## src/rtl/julia_pkg.sv

```systemverilog
// Shared definitions for the Julia_Worker blocks: fixed-point defaults,
// the iteration-controller state encoding and the escape threshold.
package julia_pkg;

  localparam int JULIA_FRACTIONAL = 11;
  localparam int JULIA_INTEGRAL   = 11;
  localparam int JULIA_ITER_W     = 8;

  typedef enum logic [2:0] {
    IDLE,
    MUL_RR,
    MUL_II,
    MUL_RI,
    UPDATE,
    DONE
  } state_e;

  // |z|^2 escape limit (4.0) for a given number of fractional bits.
  function automatic longint escape_sq(input int frac);
    return longint'(4) << frac;
  endfunction

  localparam longint ESCAPE_SQ = escape_sq(JULIA_FRACTIONAL);

endpackage

```

## src/rtl/fixed_multiplication.sv

```systemverilog
// Combinational signed fixed-point multiply: full product shifted back by
// FRACTIONAL bits and truncated (two's-complement wrap) to the operand width.
module fixed_multiplication
  import julia_pkg::*;
#(
  parameter int FRACTIONAL = JULIA_FRACTIONAL,
  parameter int INTEGRAL   = JULIA_INTEGRAL
) (
  input  logic signed [FRACTIONAL+INTEGRAL-1:0] a_i,
  input  logic signed [FRACTIONAL+INTEGRAL-1:0] b_i,
  output logic signed [FRACTIONAL+INTEGRAL-1:0] p_o
);

  localparam int W = FRACTIONAL + INTEGRAL;

  logic signed [2*W-1:0] prod;

  assign prod = a_i * b_i;
  assign p_o  = W'(prod >>> FRACTIONAL);

endmodule

```

## src/rtl/julia_iter_ctrl.sv

```systemverilog
// Julia-set pixel iteration sequencer: one shared multiplier computes
// zr*zr, zi*zi, zr*zi over three cycles, then a single update/escape cycle.
module julia_iter_ctrl
  import julia_pkg::*;
#(
  parameter int FRACTIONAL = JULIA_FRACTIONAL,
  parameter int INTEGRAL   = JULIA_INTEGRAL,
  parameter int ITER_W     = JULIA_ITER_W
) (
  input  logic                                  clk,
  input  logic                                  rst,
  input  logic                                  start,
  input  logic signed [FRACTIONAL+INTEGRAL-1:0] c_re,
  input  logic signed [FRACTIONAL+INTEGRAL-1:0] c_im,
  input  logic signed [FRACTIONAL+INTEGRAL-1:0] z0_re,
  input  logic signed [FRACTIONAL+INTEGRAL-1:0] z0_im,
  input  logic        [ITER_W-1:0]              max_iter,
  output logic                                  ready,
  output logic                                  done,
  output logic                                  escaped,
  output logic        [ITER_W-1:0]              iter_count
);

  localparam int W = FRACTIONAL + INTEGRAL;
  localparam logic signed [W:0] ESC_LIMIT = (W+1)'(escape_sq(FRACTIONAL));

  state_e state_q, state_d;

  logic signed [W-1:0] zr_q, zr_d, zi_q, zi_d;
  logic signed [W-1:0] cr_q, cr_d, ci_q, ci_d;
  logic signed [W-1:0] rr_q, rr_d, ii_q, ii_d, ri_q, ri_d;
  logic [ITER_W-1:0]   cnt_q, cnt_d, max_q, max_d;
  logic                esc_q, esc_d;

  logic signed [W-1:0] mul_a, mul_b, mul_p;
  logic signed [W:0]   mag;
  logic [ITER_W-1:0]   cnt_inc;

  // Sign-extend by one bit so rr + ii cannot overflow before the compare.
  assign mag     = {rr_q[W-1], rr_q} + {ii_q[W-1], ii_q};
  assign cnt_inc = cnt_q + 1'b1;

  always_comb begin
    mul_a = zr_q;
    mul_b = zr_q;
    case (state_q)
      MUL_II: begin
        mul_a = zi_q;
        mul_b = zi_q;
      end
      MUL_RI: begin
        mul_a = zr_q;
        mul_b = zi_q;
      end
      default: ;
    endcase
  end

  fixed_multiplication #(
    .FRACTIONAL(FRACTIONAL),
    .INTEGRAL  (INTEGRAL)
  ) u_mul (
    .a_i(mul_a),
    .b_i(mul_b),
    .p_o(mul_p)
  );

  always_comb begin
    state_d = state_q;
    zr_d    = zr_q;
    zi_d    = zi_q;
    cr_d    = cr_q;
    ci_d    = ci_q;
    rr_d    = rr_q;
    ii_d    = ii_q;
    ri_d    = ri_q;
    cnt_d   = cnt_q;
    max_d   = max_q;
    esc_d   = esc_q;
    case (state_q)
      IDLE: begin
        if (start) begin
          cr_d    = c_re;
          ci_d    = c_im;
          zr_d    = z0_re;
          zi_d    = z0_im;
          max_d   = max_iter;
          cnt_d   = '0;
          esc_d   = 1'b0;
          state_d = (max_iter == '0) ? DONE : MUL_RR;
        end
      end
      MUL_RR: begin
        rr_d    = mul_p;
        state_d = MUL_II;
      end
      MUL_II: begin
        ii_d    = mul_p;
        state_d = MUL_RI;
      end
      MUL_RI: begin
        ri_d    = mul_p;
        state_d = UPDATE;
      end
      UPDATE: begin
        if (mag > ESC_LIMIT) begin
          esc_d   = 1'b1;
          state_d = DONE;
        end else begin
          zr_d    = rr_q - ii_q + cr_q;
          zi_d    = (ri_q <<< 1) + ci_q;
          cnt_d   = cnt_inc;
          state_d = (cnt_inc == max_q) ? DONE : MUL_RR;
        end
      end
      DONE:    state_d = IDLE;
      default: state_d = IDLE;
    endcase
  end

  always_ff @(posedge clk) begin
    if (rst) begin
      state_q <= IDLE;
      zr_q    <= '0;
      zi_q    <= '0;
      cr_q    <= '0;
      ci_q    <= '0;
      rr_q    <= '0;
      ii_q    <= '0;
      ri_q    <= '0;
      cnt_q   <= '0;
      max_q   <= '0;
      esc_q   <= 1'b0;
    end else begin
      state_q <= state_d;
      zr_q    <= zr_d;
      zi_q    <= zi_d;
      cr_q    <= cr_d;
      ci_q    <= ci_d;
      rr_q    <= rr_d;
      ii_q    <= ii_d;
      ri_q    <= ri_d;
      cnt_q   <= cnt_d;
      max_q   <= max_d;
      esc_q   <= esc_d;
    end
  end

  assign ready      = (state_q == IDLE);
  assign done       = (state_q == DONE);
  assign escaped    = esc_q;
  assign iter_count = cnt_q;

endmodule

```

## config.mk

```make
export PLATFORM = sky130hd
export DESIGN_NAME = julia_iter_ctrl
export DESIGN_NICKNAME = d
export VERILOG_FILES = /design/src/rtl/julia_pkg.sv /design/src/rtl/fixed_multiplication.sv /design/src/rtl/julia_iter_ctrl.sv
export SDC_FILE = /design/constraint.sdc
export NUM_CORES = 2
export LEC_CHECK = 0
export CAP_MARGIN = 40
export CORE_MARGIN = 5
export CORE_UTILIZATION = 55
export DETAILED_ROUTE_END_ITERATION = 12
export MAX_ROUTING_LAYER = met4
export PLACE_DENSITY = 0.71
export SLEW_MARGIN = 10
export SYNTH_ARGS = -nofsm -noshare
export SYNTH_HDL_FRONTEND = slang
export SYNTH_SLANG_ARGS = --single-unit
```

## constraint.sdc

```tcl
create_clock -name clk -period 9.3 [get_ports clk]
set_input_delay 1.86 -clock clk [delete_from_list [all_inputs] [get_ports clk]]
set_output_delay 1.86 -clock clk [all_outputs]
set_load 0.05 [all_outputs]
```

Figure 1. Placed standard cells.
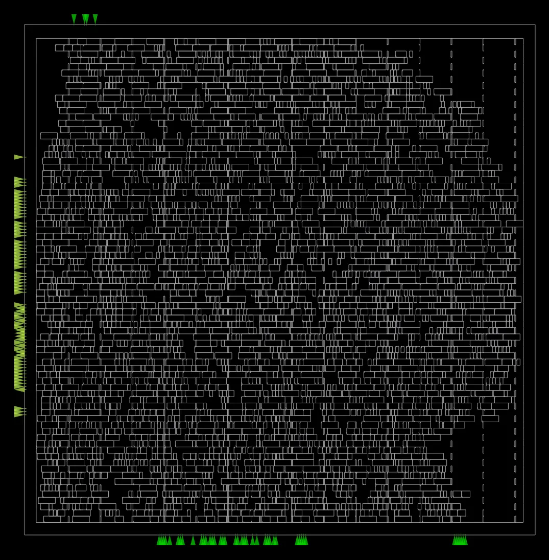
Core Util, Final: 60.9%
number of fill cells: 4009
cell row count: 77

Figure 2. I/O nets highlighted.
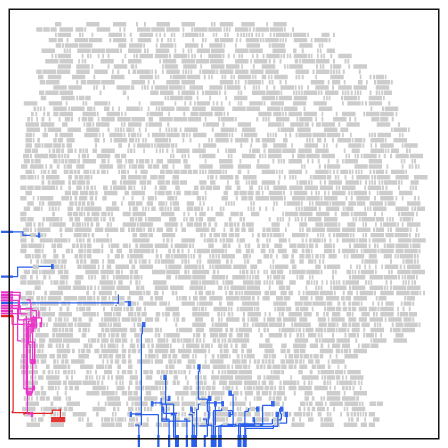
Magenta marks max_iter, bits 8, direction input, edge west, end cells 10, buffers 8, wire 390 microns. Red marks escaped, bits 1, direction output, edge west, end cells 1, buffers 1, wire 88.9 microns. Blue marks z0_re, bits 22, direction input, edge 19 south, 3 west, end cells 22, buffers 22, wire 693 microns.

Figure 3. Pin map.
Pins as bars across the die edge, other pins in gray.
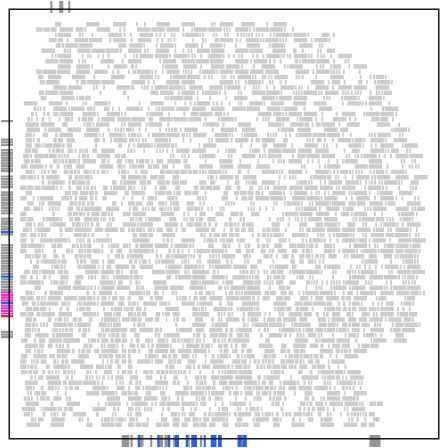
Red marks escaped, pins 1, direction output, edge west. Magenta marks max_iter, pins 8, direction input, edge west. Blue marks z0_re, pins 22, direction input, edge 19 south, 3 west.
All pins by edge: 65 west, 41 south, 4 north.

Figure 4. Routed metal, one color a layer.
Bar = 50 microns.
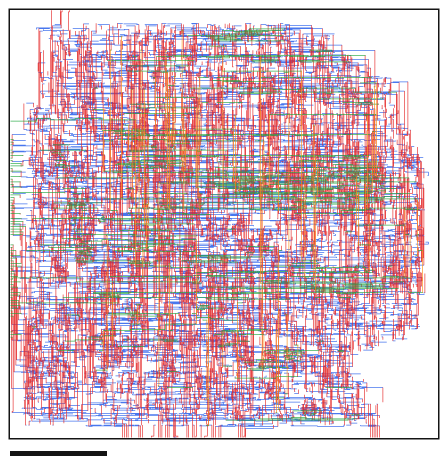
Red marks M2, wire length 35.5 mm. Orange marks M4, wire length 3050 microns. Blue marks M1, wire length 31.1 mm. Green marks M3, wire length 7490 microns.

==> flow_summary.json <==
{
  "maxCapViolCount": 0,
  "fin_skew_ns": 0.0155,
  "cts.htree.levels": 4,
  "adder_share_pct": 41.4,
  "rsz0062_at_grt": "no",
  "die_area_sq_um": 48800,
  "post_synth_inst_count": 2990,
  "tightest_slew_ns": 0.994,
  "finalHoldViolCount": 0,
  "status": "complete, no violations",
  "dr_wl_met3_microns": 7490,
  "crit_required_ns": 9.67,
  "grt_overflow": 0,
  "wirelength_microns": 77100,
  "seq_share_pct": 12.9,
  "cts_buffer_depth": 2,
  "busiest_layer": "met2",
  "fin_worst_hold_slack_ns": 0.462,
  "syn_area_per_cell_sq_um": 8.18,
  "met2_usage_pct": 50.6,
  "nNonClkInverters": 516,
  "initial_core_util_pct": 55.5,
  "sh_comb_area_pct": 69.2,
  "numCtsBuffers": 17,
  "use_met1_pct": 42.0,
  "port_buffers": 109,
  "buffer_area_share_pct": 5.79,
  "initialDrtViolationCount": 1875,
  "relSlewSlack_pct": 32.3,
  "cts.sinks": 173,
  "top_area_cell": "fa_1",
  "combPwrFrac_pct": 77.1,
  "drive_gt1_share_pct": 4.67,
  "clockPowerShare_pct": 9.4,
  "whs_path_depth": 2,
  "ff_latch_area_sq_um": 3460,
  "setup_viol": 0,
  "fin_tns_setup_ns": 0,
  "fin_crit_ns": 8.69,
  "worst-path-stages": 25,
  "cpMostUsedCell": "fa_1",
  "dp_hpwl_microns": 61900,
  "synth_top_flop_cell": "dfxtp_1",
  "critPathMaxStageDelay_ns": 0.94,
  "drc": 0
}
